File: config.mk
export PLATFORM = sky130hd
export DESIGN_NAME = pwm_peripheral
export DESIGN_NICKNAME = d
export VERILOG_FILES = /design/src/rtl/pwm_peripheral.sv
export SDC_FILE = /design/constraint.sdc
export NUM_CORES = 1
export LEC_CHECK = 0
export CAP_MARGIN = 20
export CELL_PAD_IN_SITES_DETAIL_PLACEMENT = 0
export CELL_PAD_IN_SITES_GLOBAL_PLACEMENT = 1
export CORE_MARGIN = 1.5
export CORE_UTILIZATION = 34
export CTS_BUF_LIST = sky130_fd_sc_hd__clkbuf_8 sky130_fd_sc_hd__clkbuf_16
export DETAILED_ROUTE_END_ITERATION = 10
export GPL_TIMING_DRIVEN = 0
export PLACE_DENSITY_LB_ADDON = 0.1
export SLEW_MARGIN = 20
export SYNTH_ARGS = -nofsm -noshare
export SYNTH_HDL_FRONTEND = slang
export SYNTH_SLANG_ARGS = --single-unit
File: constraint.sdc
create_clock -name clk -period 3.8 [get_ports clk]
set_input_delay 0.57 -clock clk [delete_from_list [all_inputs] [get_ports clk]]
set_output_delay 0.57 -clock clk [all_outputs]
set_load 0.03 [all_outputs]
File: src/rtl/pwm_peripheral.sv
// Sixteen-pin PWM output stage: each pin is forced low, held high, or follows one shared
// prescaled 8-bit PWM waveform. Define PWM_SHADOW_EN to latch the duty at each period start.
module pwm_peripheral #(
    parameter int unsigned CLK_DIV = 13
) (
    input  logic        clk,
    input  logic        rst_n,
    input  logic [7:0]  en_reg_out_7_0,
    input  logic [7:0]  en_reg_out_15_8,
    input  logic [7:0]  en_reg_pwm_7_0,
    input  logic [7:0]  en_reg_pwm_15_8,
    input  logic [7:0]  pwm_duty_cycle,
    output logic [15:0] out,
    output logic        period_start
);

    localparam int unsigned PRE_W = (CLK_DIV > 1) ? $clog2(CLK_DIV) : 1;
    localparam logic [PRE_W-1:0] PRE_MAX = PRE_W'(CLK_DIV - 1);

    logic [PRE_W-1:0] prescaler_q, prescaler_d;
    logic [7:0]       pwm_cnt_q, pwm_cnt_d;
    logic [15:0]      out_q, out_d;
    logic             period_start_q, period_start_d;
    logic             tick_s;
    logic             wrap_s;
    logic             pwm_sig_s;
    logic [7:0]       duty_active_s;
    logic [15:0]      en_out_s;
    logic [15:0]      en_pwm_s;

    assign en_out_s = {en_reg_out_15_8, en_reg_out_7_0};
    assign en_pwm_s = {en_reg_pwm_15_8, en_reg_pwm_7_0};

`ifdef PWM_SHADOW_EN
    logic [7:0] duty_q, duty_d;
    assign duty_active_s = duty_q;
`else
    assign duty_active_s = pwm_duty_cycle;
`endif

    // Next-state logic for the counters, waveform and pin drive.
    always_comb begin
        tick_s = (prescaler_q == PRE_MAX);
        if (tick_s) begin
            prescaler_d = {PRE_W{1'b0}};
            pwm_cnt_d   = pwm_cnt_q + 8'd1;
        end else begin
            prescaler_d = prescaler_q + PRE_W'(1);
            pwm_cnt_d   = pwm_cnt_q;
        end

        wrap_s         = tick_s & (pwm_cnt_q == 8'hFF);
        period_start_d = wrap_s;

        // 0xFF is promoted to a true 100 % duty; the compare alone would top out at 255/256.
        if (duty_active_s == 8'hFF) begin
            pwm_sig_s = 1'b1;
        end else begin
            pwm_sig_s = (pwm_cnt_q < duty_active_s);
        end

        out_d = en_out_s & (~en_pwm_s | {16{pwm_sig_s}});

`ifdef PWM_SHADOW_EN
        if (wrap_s) begin
            duty_d = pwm_duty_cycle;
        end else begin
            duty_d = duty_q;
        end
`endif
    end

    // State and registered outputs.
    always_ff @(posedge clk or negedge rst_n) begin
        if (!rst_n) begin
            prescaler_q    <= {PRE_W{1'b0}};
            pwm_cnt_q      <= 8'h00;
            out_q          <= 16'h0000;
            period_start_q <= 1'b0;
`ifdef PWM_SHADOW_EN
            duty_q         <= 8'h00;
`endif
        end else begin
            prescaler_q    <= prescaler_d;
            pwm_cnt_q      <= pwm_cnt_d;
            out_q          <= out_d;
            period_start_q <= period_start_d;
`ifdef PWM_SHADOW_EN
            duty_q         <= duty_d;
`endif
        end
    end

    assign out          = out_q;
    assign period_start = period_start_q;

endmodule

==> flow_summary.json, run 1 <==
{
  "run_status": "complete, no violations",
  "power_per_cell_area_mw_per_mm2": 321,
  "post_synthesis_mean_instance_area_um2": 13.1,
  "critical_path.top_delay_family": "buffers and inverters",
  "max_freq_mhz": 421,
  "crit_path_cell_trace": "clkdlybuf4s50_1 -> inv_1 -> ha_1 -> and4_2 -> o21ai_2 -> o32ai_2 -> buf_6 -> a21boi_2",
  "final_common_cell": "sky130_fd_sc_hd__clkdlybuf4s50_1",
  "yosysTopAreaCellShare_pct": 53.7,
  "core_mm2": 0.00374,
  "cts.root.buffer_cell": "sky130_fd_sc_hd__clkbuf_8",
  "hold_violations": 0,
  "switching_share_pct": 22.0,
  "postSynthCellCount": 103,
  "finalWirelength_mm": 2.66,
  "clock_skew_ns": 0.00294,
  "ys_warn_count": 0,
  "finalNetCount": 220,
  "detail_route.wl_per_cell_um": 12.3,
  "final_hold_slack_ns": 0.313,
  "hpwl_mm": 2.13,
  "yosys_stat_chip_area_mm2": 0.00135,
  "antenna_found_initial": 0,
  "switchingPower_uw": 147,
  "min_path_type": "input pin to async pin",
  "grt-ovfl-total": 0,
  "row_count": 22,
  "die_width_um": 66.1,
  "number_of_cells_in_the_yosys_synthesis_report": 103,
  "critical_path_class": "input pin to flip-flop"
}
## run 1: layout make-up
cell class	count	area [um2]	area share [%]
plain buffers	2	16.3	0.784
multi-input cells	62	573	27.6
clock buffers	6	82.6	3.98
inverters	10	37.5	1.81
well taps	48	60.1	2.90
flip-flops and latches	29	726	35.0
repair buffers	58	576	27.7
clock inverters	1	3.75	0.181
## run 1: synth_stat cells, types with 2 or more instances
| cell type | n |
|---|---|
| sky130_fd_sc_hd__xor2_1 | 3 |
| sky130_fd_sc_hd__dfrtp_1 | 29 |
| sky130_fd_sc_hd__and3_1 | 3 |
| sky130_fd_sc_hd__a21oi_1 | 2 |
| sky130_fd_sc_hd__xnor2_1 | 5 |
| sky130_fd_sc_hd__nor2_1 | 4 |
| sky130_fd_sc_hd__nand3_1 | 3 |
| sky130_fd_sc_hd__a21boi_0 | 6 |
| sky130_fd_sc_hd__and4_1 | 2 |
| sky130_fd_sc_hd__ha_1 | 10 |
| sky130_fd_sc_hd__a21boi_2 | 10 |
| sky130_fd_sc_hd__inv_1 | 10 |
| sky130_fd_sc_hd__nand4_1 | 2 |
## run 1: metal layers
layer	up-vias	global-route usage (%)	part of all wire [%]
met1	466	12.8	37
met5	-	0	0
li1	490	-	-
met4	0	5.36	1.6
met2	40	24.9	52
met3	5	7.16	9.3
## run 1: final timing paths
kind | from | slack (ns) | cells after the start | end
worst max-delay path | pwm_duty_cycle[7] | 1.42 | 8 | out[10]
worst min-delay path | rst_n | 0.31 | 1 | out[8]
worst max register to register | pwm_cnt_q[7] | 1.83 | 6 | out[10]
worst min register to register | prescaler_q[3] | 0.49 | 1 | prescaler_q[3]
max in group asynchronous | rst_n | 3.08 | 1 | out[15]
min in group clk | prescaler_q[3] | 0.49 | 1 | prescaler_q[3]
==> run_1/sizes.png <==
Drawn at 8 px/um.
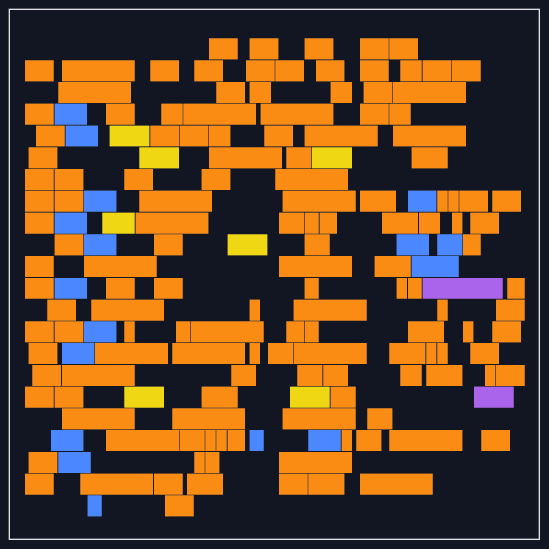
[_6 and larger] yellow | cells: 7 | most used: clkbuf_8
[_2 cells] blue | cells: 17 | most used: a21boi_2
[_0 and _1 cells] orange | cells: 142 | most used: clkdlybuf4s50_1
[_3 and _4 cells] purple | cells: 2
final non-filler cell area: 0.00207 mm2
Area growth syn-to-layout: 53.4%
worst-case setup margin in the final layout: 1.42 ns

==> run_1/detail.png <==
Region (21, 21) to (46, 46) um. Cells in gray, sequential cells in the stronger gray; small squares are vias.
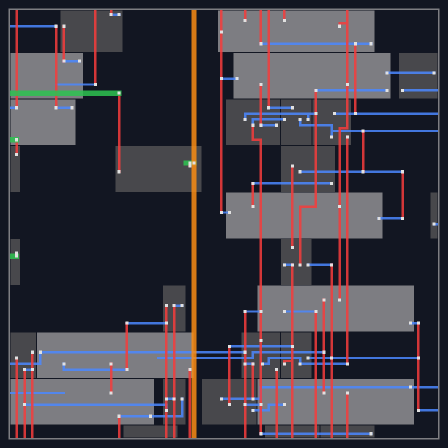
[metal 1] blue
[metal 2] red
[metal 4] orange
[metal 3] green
sequential cells in the window: 7
netlist names of flops here include: `pwm_cnt_q` (5), `prescaler_q` (2)
most frequent: dfrtp_1 (7), nand3_1 (3)
cells with their middle in the window: 20

==> run_1/flops_by_reg.png <==
Drawn at 6 px/um.
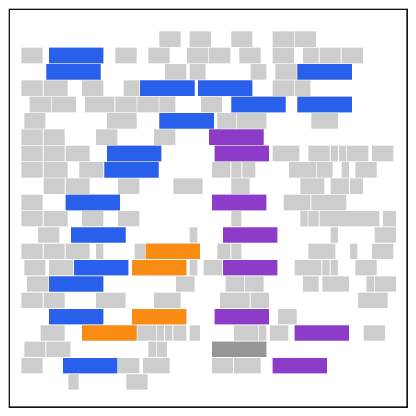
[`out`] blue | placed flops: 16
[`prescaler_q`] orange | placed flops: 4
[`pwm_cnt_q`] purple | placed flops: 8
not colored: 1
sequential share of cell area: 35.0%
combined flip-flop and latch cell area: 726 um2
Layout Utilization: 55.4%
power in sequential cells: 320 uW

==> run_1/congestion.png <==
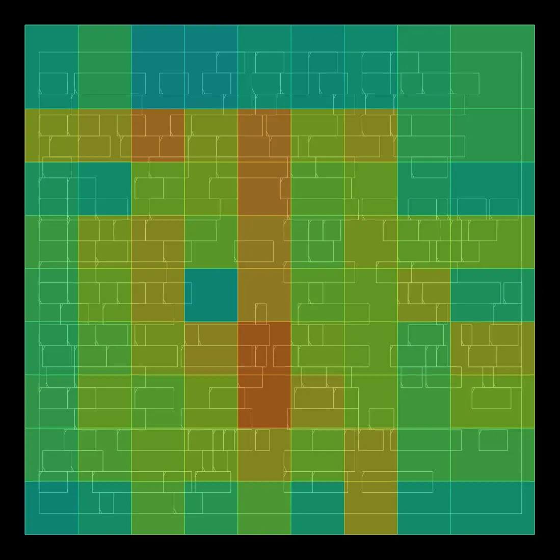

==> run 1 -> run 2 <==
Settings changed: CORE_UTILIZATION 34 to 32.
Clock period 3.8 ns to 2.3 ns, I/O delays scaled along.
==> run_2/congestion.png <==
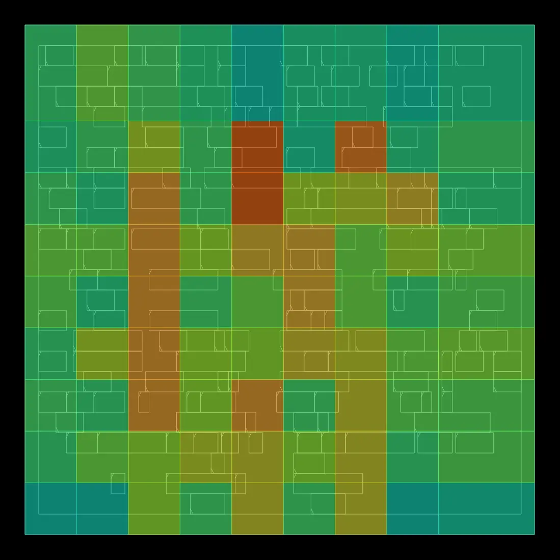
global-route track usage on met1: 13.9%
mean routed wirelength per cell: 12.8 um
Layout Utilization: 51.6%

==> flow_summary.json, run 2 <==
{
  "hold_violations": 0,
  "area_growth_pct": 53.6,
  "critical_path_class": "input pin to flip-flop",
  "grtUsageMet2_pct": 23.1,
  "run_status": "complete, no violations",
  "hpwl_mm": 2.22,
  "grt-ovfl-total": 0,
  "final_common_cell": "sky130_fd_sc_hd__clkdlybuf4s50_1",
  "number_of_cells_in_the_yosys_synthesis_report": 103,
  "critPathMaxFanout": 10,
  "switching_share_pct": 22.3,
  "switchingPower_uw": 247,
  "finalWirelength_mm": 2.80,
  "critical_path.top_delay_family": "buffers and inverters",
  "yosysTopAreaCellShare_pct": 53.7,
  "post_layout_nonfiller_instances": 218,
  "yosys_stat_chip_area_mm2": 0.00135,
  "crit_path_cell_trace": "clkdlybuf4s50_1 -> inv_1 -> ha_1 -> and4_2 -> o21ai_2 -> o32ai_2 -> buf_6 -> a21boi_2",
  "antenna_found_initial": 0,
  "relSlewSlack_pct": 57.1,
  "post_synthesis_mean_instance_area_um2": 13.1,
  "grt_peak_use_layer": "met2",
  "met3_capacity_usage_during_global_routing_pct": 5.10,
  "min_path_type": "input pin to async pin",
  "core_mm2": 0.00403,
  "postSynthCellCount": 103,
  "max_freq_mhz": 461,
  "fin_tns_setup_ns": 0,
  "period_used_pct": 94.4,
  "row_count": 23,
  "synth.cells.most_frequent": "sky130_fd_sc_hd__dfrtp_1 (29), sky130_fd_sc_hd__a21boi_2 (10), sky130_fd_sc_hd__ha_1 (10), sky130_fd_sc_hd__inv_1 (10), sky130_fd_sc_hd__a21boi_0 (6)",
  "die_width_um": 68.0
}
-- run 2: cell counts after synthesis --
No cell type changed its count.
-- run 2: final timing paths --
path / cells after the start / to / slack (ns) / startpoint
setup / recovery: 8 / out[8] / 0.13 / pwm_duty_cycle[7]
hold / removal: 1 / pwm_cnt_q[1] / 0.09 / rst_n
setup reg to reg: 6 / out[8] / 0.30 / pwm_cnt_q[5]
hold reg to reg: 1 / prescaler_q[3] / 0.47 / prescaler_q[3]
max in group asynchronous: 1 / out[2] / 1.79 / rst_n
min in group clk: 1 / prescaler_q[3] / 0.47 / prescaler_q[3]
-- run 2: power by group through the flow --
stage               combinational (uW)  sequential [uW]  clock, uW
floorplan                         27.2              569          0
global placement                   174              538          0
detailed placement                 175              538          0
CTS                                176              529        417
global route                       186              530        443
finish                             173              528        405
-- run 2: worst register-to-register path: stages (launching register included) --
cell                       delay (ns)
sky130_fd_sc_hd__dfrtp_1         0.42
sky130_fd_sc_hd__ha_1            0.31
sky130_fd_sc_hd__and4_2          0.23
sky130_fd_sc_hd__o21ai_2         0.06
sky130_fd_sc_hd__o32ai_2         0.54
sky130_fd_sc_hd__buf_6           0.25
sky130_fd_sc_hd__a21boi_2        0.07
-- run 2: per-layer routing --
| layer | part of all wire (%) | up-vias |
|---|---|---|
| li1 | - | 487 |
| met2 | 52 | 38 |
| met4 | 1.8 | 0 |
| met5 | 0 | - |
| met1 | 37 | 485 |
| met3 | 9.0 | 5 |
-- run 2: area by class of cell --
class / instances / area share [%]
multi-input combinational: 62 / 27.6
buffer: 2 / 0.783
sequential: 29 / 34.9
clock buffer: 6 / 3.98
timing repair buffer: 58 / 27.7
inverter: 10 / 1.81
clock inverter: 1 / 0.181
tap: 50 / 3.01
Power and IR drop assume default switching activity.
